**config.mk**
```make
export PLATFORM = sky130hd
export DESIGN_NAME = cordic_serial_axis_flat
export DESIGN_NICKNAME = d
export VERILOG_FILES = /design/src/rtl/cordic_serial_axis_if.sv /design/src/rtl/cordic_serial_axis.sv /design/src/flat_wrapper.sv
export SDC_FILE = /design/constraint.sdc
export NUM_CORES = 1
export LEC_CHECK = 0
export CAP_MARGIN = 10
export CORE_MARGIN = 1
export CORE_UTILIZATION = 48
export CTS_CLUSTER_DIAMETER = 50
export DETAILED_ROUTE_END_ITERATION = 6
export GPL_ROUTABILITY_DRIVEN = 0
export HOLD_SLACK_MARGIN = 0.08
export PLACE_DENSITY = 0.79
export SLEW_MARGIN = 0
export SYNTH_ARGS = -nofsm -noshare
export SYNTH_HDL_FRONTEND = slang
export SYNTH_SLANG_ARGS = --single-unit
export TNS_END_PERCENT = 1
```
**constraint.sdc**
```tcl
create_clock -name clk -period 2.04 [get_ports clk]
set_input_delay 0.306 -clock clk [delete_from_list [all_inputs] [get_ports clk]]
set_output_delay 0.306 -clock clk [all_outputs]
set_load 0.01 [all_outputs]
```
**src/rtl/cordic_serial_axis_if.sv**
```systemverilog
// ----------------------------------------------------------------------------
// cordic_serial_axis_if
//   Bundles the control, serial-operand and result signals of one bit-serial
//   CORDIC axis register.
//   master : iteration controller side (drives load/init/start/op/operand_bit/sel,
//            observes tap_bit/busy/done/ovf/value)
//   slave  : axis register side (the reverse directions)
// ----------------------------------------------------------------------------
interface cordic_serial_axis_if #(
  parameter int W     = 16,
  parameter int SEL_W = $clog2(W)
);
  logic             load;
  logic [W-1:0]     init;
  logic             start;
  logic             op;
  logic             operand_bit;
  logic [SEL_W-1:0] sel;
  logic             tap_bit;
  logic             busy;
  logic             done;
  logic             ovf;
  logic [W-1:0]     value;

  modport master (
    output load, init, start, op, operand_bit, sel,
    input  tap_bit, busy, done, ovf, value
  );

  modport slave (
    input  load, init, start, op, operand_bit, sel,
    output tap_bit, busy, done, ovf, value
  );
endinterface

```
**src/rtl/cordic_serial_axis.sv**
```systemverilog
// ----------------------------------------------------------------------------
// cordic_serial_axis
//   Bit-serial CORDIC axis register. Holds one W-bit two's-complement
//   coordinate and adds or subtracts a serial operand (LSB first) over W
//   cycles through a single full adder. Feeds the partner axis an
//   arithmetically shifted (value >>> sel) tap bit, one bit per cycle.
// Ports
//   clk    : clock, all state on rising edge
//   rst_n  : asynchronous active-low reset
//   bus    : cordic_serial_axis_if.slave (load/init/start/op/operand_bit/sel in,
//            tap_bit/busy/done/ovf/value out)
// Configuration
//   CORDIC_SAT_EN : when defined, an overflowing pass leaves the saturation
//                   bound in value instead of the wrapped result.
// ----------------------------------------------------------------------------
module cordic_serial_axis #(
  parameter int W     = 16,
  parameter int SEL_W = $clog2(W),
  parameter int CNT_W = $clog2(W) + 1
) (
  input  logic                 clk,
  input  logic                 rst_n,
  cordic_serial_axis_if.slave  bus
);

  localparam int SUM_W = CNT_W + SEL_W + 1;

  typedef enum logic [1:0] {
    ST_IDLE  = 2'd0,
    ST_SHIFT = 2'd1,
    ST_DONE  = 2'd2
  } state_t;

  state_t           state_q, state_d;
  logic [W-1:0]     value_q, value_d;
  logic             carry_q, carry_d;
  logic [CNT_W-1:0] cnt_q,   cnt_d;
  logic             op_q,    op_d;
  logic [SEL_W-1:0] sel_q,   sel_d;
  logic             sign_q,  sign_d;
  logic             ovf_q,   ovf_d;

  logic             b_s;
  logic             sum_s;
  logic             cout_s;
  logic             tap_s;

  function automatic logic maj3(input logic a, input logic b, input logic c);
    return (a & b) | (a & c) | (b & c);
  endfunction

  // Serial full adder on the current LSB; subtraction inverts the operand bit
  // and seeds carry with 1 at start.
  always_comb begin
    b_s    = bus.operand_bit ^ op_q;
    sum_s  = value_q[0] ^ b_s ^ carry_q;
    cout_s = maj3(value_q[0], b_s, carry_q);
  end

  // Next-state logic for the pass sequencer and datapath registers.
  always_comb begin
    state_d = state_q;
    value_d = value_q;
    carry_d = carry_q;
    cnt_d   = cnt_q;
    op_d    = op_q;
    sel_d   = sel_q;
    sign_d  = sign_q;
    ovf_d   = ovf_q;
    case (state_q)
      ST_IDLE: begin
        if (bus.load) begin
          value_d = bus.init;
        end else if (bus.start) begin
          op_d    = bus.op;
          sel_d   = bus.sel;
          sign_d  = value_q[W-1];
          carry_d = bus.op;
          cnt_d   = {CNT_W{1'b0}};
          ovf_d   = 1'b0;
          state_d = ST_SHIFT;
        end else begin
          state_d = ST_IDLE;
        end
      end
      ST_SHIFT: begin
        carry_d = cout_s;
        value_d = {sum_s, value_q[W-1:1]};
        cnt_d   = cnt_q + CNT_W'(1);
        if (cnt_q == CNT_W'(W - 1)) begin
          // Overflow when carry into the MSB differs from carry out of it.
          ovf_d   = carry_q ^ cout_s;
          state_d = ST_DONE;
`ifdef CORDIC_SAT_EN
          // Wrapped MSB set means positive overflow, clear means negative.
          if (carry_q ^ cout_s) begin
            value_d = sum_s ? {1'b0, {(W-1){1'b1}}} : {1'b1, {(W-1){1'b0}}};
          end else begin
            value_d = {sum_s, value_q[W-1:1]};
          end
`else
        end else begin
          state_d = ST_SHIFT;
`endif
        end
      end
      ST_DONE: begin
        state_d = ST_IDLE;
      end
      default: begin
        state_d = ST_IDLE;
      end
    endcase
  end

  // Tap bit: the register rotates right during a pass, so position sel_q holds
  // original bit k+sel_q until that index runs past the MSB, then sign fills.
  always_comb begin
    tap_s = value_q[W-1];
    if (state_q == ST_SHIFT) begin
      if ((SUM_W'(cnt_q) + SUM_W'(sel_q)) <= SUM_W'(W - 1)) begin
        tap_s = value_q[sel_q];
      end else begin
        tap_s = sign_q;
      end
    end else begin
      if (SUM_W'(bus.sel) <= SUM_W'(W - 1)) begin
        tap_s = value_q[bus.sel];
      end else begin
        tap_s = value_q[W-1];
      end
    end
  end

  // State and datapath registers.
  always_ff @(posedge clk or negedge rst_n) begin
    if (!rst_n) begin
      state_q <= ST_IDLE;
      value_q <= {W{1'b0}};
      carry_q <= 1'b0;
      cnt_q   <= {CNT_W{1'b0}};
      op_q    <= 1'b0;
      sel_q   <= {SEL_W{1'b0}};
      sign_q  <= 1'b0;
      ovf_q   <= 1'b0;
    end else begin
      state_q <= state_d;
      value_q <= value_d;
      carry_q <= carry_d;
      cnt_q   <= cnt_d;
      op_q    <= op_d;
      sel_q   <= sel_d;
      sign_q  <= sign_d;
      ovf_q   <= ovf_d;
    end
  end

  assign bus.busy    = (state_q == ST_SHIFT);
  assign bus.done    = (state_q == ST_DONE);
  assign bus.ovf     = ovf_q;
  assign bus.value   = value_q;
  assign bus.tap_bit = tap_s;

endmodule
```
**src/flat_wrapper.sv**
```systemverilog
// flat-port wrapper written by rule: the top's interface ports become plain ports
module cordic_serial_axis_flat 
#(
  parameter int W     = 16,
  parameter int SEL_W = $clog2(W),
  parameter int CNT_W = $clog2(W) + 1
)
  (clk, rst_n, bus_load, bus_init, bus_start, bus_op, bus_operand_bit, bus_sel, bus_tap_bit, bus_busy, bus_done, bus_ovf, bus_value);
  cordic_serial_axis_if #(.W(W), .SEL_W(SEL_W)) bus_i ();
  input  logic clk;
  input  logic rst_n;
  input wire logic [$bits(bus_i.load)-1:0] bus_load;
  input wire logic [$bits(bus_i.init)-1:0] bus_init;
  input wire logic [$bits(bus_i.start)-1:0] bus_start;
  input wire logic [$bits(bus_i.op)-1:0] bus_op;
  input wire logic [$bits(bus_i.operand_bit)-1:0] bus_operand_bit;
  input wire logic [$bits(bus_i.sel)-1:0] bus_sel;
  output wire logic [$bits(bus_i.tap_bit)-1:0] bus_tap_bit;
  output wire logic [$bits(bus_i.busy)-1:0] bus_busy;
  output wire logic [$bits(bus_i.done)-1:0] bus_done;
  output wire logic [$bits(bus_i.ovf)-1:0] bus_ovf;
  output wire logic [$bits(bus_i.value)-1:0] bus_value;
  assign bus_i.load = bus_load;
  assign bus_i.init = bus_init;
  assign bus_i.start = bus_start;
  assign bus_i.op = bus_op;
  assign bus_i.operand_bit = bus_operand_bit;
  assign bus_i.sel = bus_sel;
  assign bus_tap_bit = bus_i.tap_bit;
  assign bus_busy = bus_i.busy;
  assign bus_done = bus_i.done;
  assign bus_ovf = bus_i.ovf;
  assign bus_value = bus_i.value;
  cordic_serial_axis #(.W(W), .SEL_W(SEL_W), .CNT_W(CNT_W)) u_core (.clk(clk), .rst_n(rst_n), .bus(bus_i));
endmodule
```
Register map, names as in the netlist:
Other sequential cells in the stronger gray, the rest of the logic in the fainter gray.
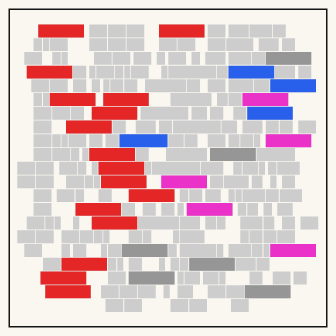
`u_core.cnt_q`: drawn in magenta, flops 5, where east. `u_core.bus.value`: drawn in red, flops 16. `u_core.sel_q`: drawn in blue, flops 4, where north-east.
Another 6 sequential cells are not colored.
final core occ: 76.15%
seq pwr: 1.20 mW
Seq/total area: 29.87%
Reg area: 777.0 um2

Floorplan with the power grid:
Pins as bars on the die edge. Tap cells in gray.
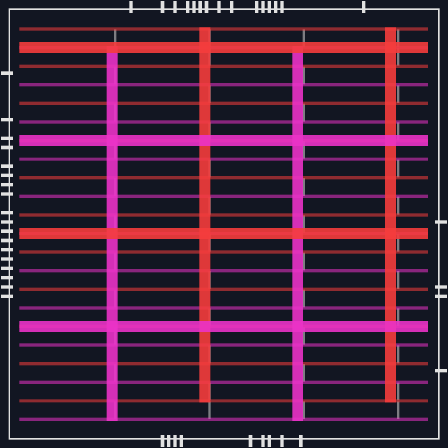
VSS: drawn in magenta. VDD: drawn in red.
The core has 21 rows. 4 straps on met5. 46 tap cells. 22 met1 rails follow the rows. 4 straps on met4.
chip height: 62.63 um
Die Wd: 62.63 um
peak supply drop: 0.7732 mV

==> impl_metrics.yaml <==
# generated from flow reports
floorplanning:
  design.die.area_um2: 3922
  taps: 46
  io_pins: 46
  floorplan.core_util_pct: 51.65
yosys:
  synth_top_area_share_pct: 43.97
  async_flop_share_pct: 100.0
  flop_cell: "dfrtp_1"
  synth_seq_share_pct: 43.97
  synthTopCellsByArea: "dfrtp_1 44%, mux2i_1 9.6%, o21ai_0 6.2%, mux4_1 6.0%, mux4_2 5.1%"
  yosysUniqueCellTypes: 34
  post_synth_instance_area_um2: 1764
  yosysTopAreaCell: "dfrtp_1"
  syn_inst: 154
  yosys-stat-cells: 154
  synth-edff-count: 0
  yosys_warnings: 0
  synth_nets: 186
  ys_ff: 31
  yosysChipArea_um2: 1764
  avgSynthCellArea_um2: 11.46
power_and_ir_drop:
  p_leak_nw: 1.197
  power_mw: 4.180
  swShare_pct: 38.10
  p_switching_mw: 1.593
  seqPwrFrac_pct: 28.8
  combPwrFrac_pct: 61.4
  intPower_mw: 2.588
  pg_comb_mw: 2.57
  power.density_nw_per_um2: 1607
  pwr-share-clk_pct: 9.8
  maxPowerGroup: "combinational cells"
cells_and_area:
  drive_above_1_share_pct: 26.69
  buf_share_pct: 27.71
  final_cell_mix: "42 x clkdlybuf4s50_1, 35 x buf_4, 30 x dfrtp_1, 22 x o21ai_0, 21 x nand2_1"
  seq_cell_count: 31
  layout_top_cell: "clkdlybuf4s50_1"
  inv_count: 4
  fillers: 242
  antenna_cells: 0
  largest_reg_flops: 16
  nets: 267
  largest_cell_class: "multi-input combinational cells"
  n_all_buffers: 81
  syn2layout_area_growth_pct: 47.45
  comb_share_pct: 36.99
  comb_cells: 112
  clk_share_pct: 2.646
  clkbuf_count: 8
  combGateArea_um2: 962.2
  final_cells: 282
setup_path:
  crit_required_ps: 1730
  reg2reg_depth: 6
  crit_buf_inv: 1
  max_stage_delay_ps: 550
  r2r_setup_slack_ps: 440
  slowest_stage: "mux4_2"
  start_kind: "flop"
  r2r_start: "u_core.cnt_q[1]"
  cpLargestDelayFamily: "multiplexers"
  arrival_ps: 1990
  startpoint: "u_core.sel_q[0]"
  cp_max_fo: 6
  path_cells: "mux4_2 > mux2i_2 > o2111ai_2 > o311a_1 > buf_2"
  r2r-end: "u_core.bus.ovf"
  path_class: "flop to primary output"
  endpoint: "bus_tap_bit"
  worstSetupEndpointType: "primary output"
  crit_cells: 5
routing:
  drt_first_pass_iters: 4
  dr.first_iter.drc_count: 88
  drc: 0
  wl_met3_um: 273
  ant_nets: 0
  vias: 1589
  avgRoutedWirePerCell_um: 16.60
  wl_met1_um: 1945
  highest_layer: "met4"
  routed-wl-met2_um: 2306
  vias_per_cell: 5.635
  routed_wl_um: 4681
cts:
  ctsLongestPathBuffers: 2
  cts_tree: "built"
  post-cts-setup-buffer-count: 2
  clk_pin_slew_ps: 100
  cts-root-buf: "clkbuf_4"
  cts_resized: 13
  htreeDepth: 2
  cts_buffers: 5
  cts_hold_buf: 0
  cts_sinks: 31
placed_design:
  dp.cells: 272
  hpwl_um: 3487
  place_ws_ps: -692.1
  placed_area_um2: 2486
  io_buffers: 45
timing:
  tightest_slew_ps: 561.8
  hold_ws_ps: 349.0
  hold_viol_final: 0
  rsz0062_at_grt: "yes"
  period_used_pct: 112.6
  worst_slack_ps: -256.0
  drv_slew: 0
  clock.fmax_mhz: 435.5
  min_period_ps: 2296
  max-slew-margin-rel_pct: 62.47
  setup_tns_ps: -256.0
  finalSetupViolCount: 1
global_routing:
  grt_pass1_wl_um: 8059
  grt.overflow.total: 0
  grt_pass1_vias: 1632
  grtUsageMet3_pct: 6.934
  antenna_found_initial: 0
  grt_usage_pct: 26.98
  met1_usage_pct: 34.90
  grt_max_degree: 33
  top_usage_layer: "met2"
  use_met2_pct: 41.85
run:
  cap_viol_max_count: 0
  warnings: 28
status:
  violations: "setup timing"
  status: "finished with violations"
min_path:
  hold_path.class: "input port to async pin"
Placement by cell class:
Bar = 20 um.
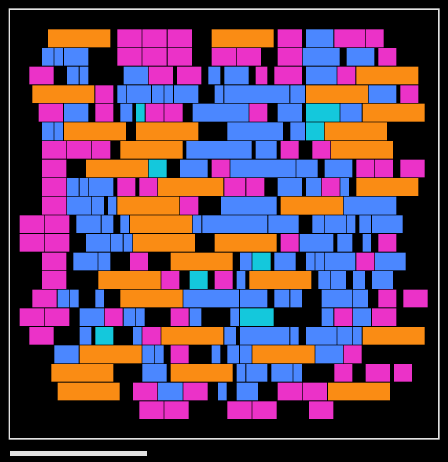
all other logic: drawn in blue, cells 116, share of their area 38%. flip-flops: drawn in orange, cells 31, share of their area 31%. clock drivers and dummy loads: drawn in cyan, cells 8, share of their area 2.7%. other buffers and delay cells: drawn in magenta, cells 81, share of their area 28%.
core area: 3416 um2
Finished Cell Area: 2601 um2
FP Rows: 21

Clock wires, drivers and flops:
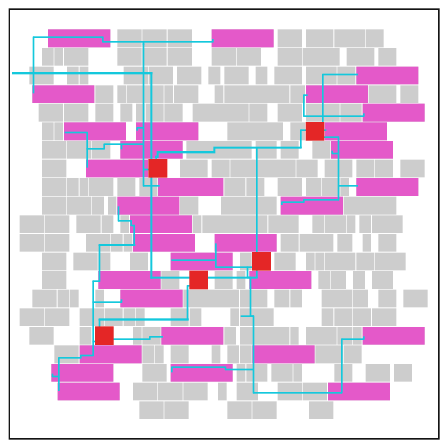
cells driving clock nets: drawn in red, count 5. flip-flops: drawn in magenta, count 31. clock wires: drawn in cyan, length 395 um.
There are 6 routed clock nets. Position of the flops: spread over the die.
clock-net power: 0.410 mW
Clock Latency Late Sink: 330 ps
clk_skew: 10.55 ps

==> cell families (layout without fill, tap and decap cells) <==
group           count (synthesis)  count (layout)  synth area share (%)
flops                          31              31                 43.97
xor+xnor                        3               3                 1.490
mux                            31              31                 24.54
fa+ha+maj                       6               6                 4.681
compound gates                 36              36                 12.27
buf+inv                        11              93                 3.404
simple gates                   36              36                 9.646
==> Yosys cell counts, types with 2 or more instances <==
cell,n
inv_1,4
buf_6,2
dfrtp_1,31
mux2_2,6
ha_1,5
a21oi_1,3
mux4_1,4
o21ai_0,22
nor2b_1,3
mux4_2,4
nand2_1,21
mux2i_1,17
clkbuf_1,4
o21bai_1,2
xnor2_1,2
and2_1,2
nor2_1,4
a22o_1,2
Power figures rest on the tool's default switching activity, not on a simulated workload.
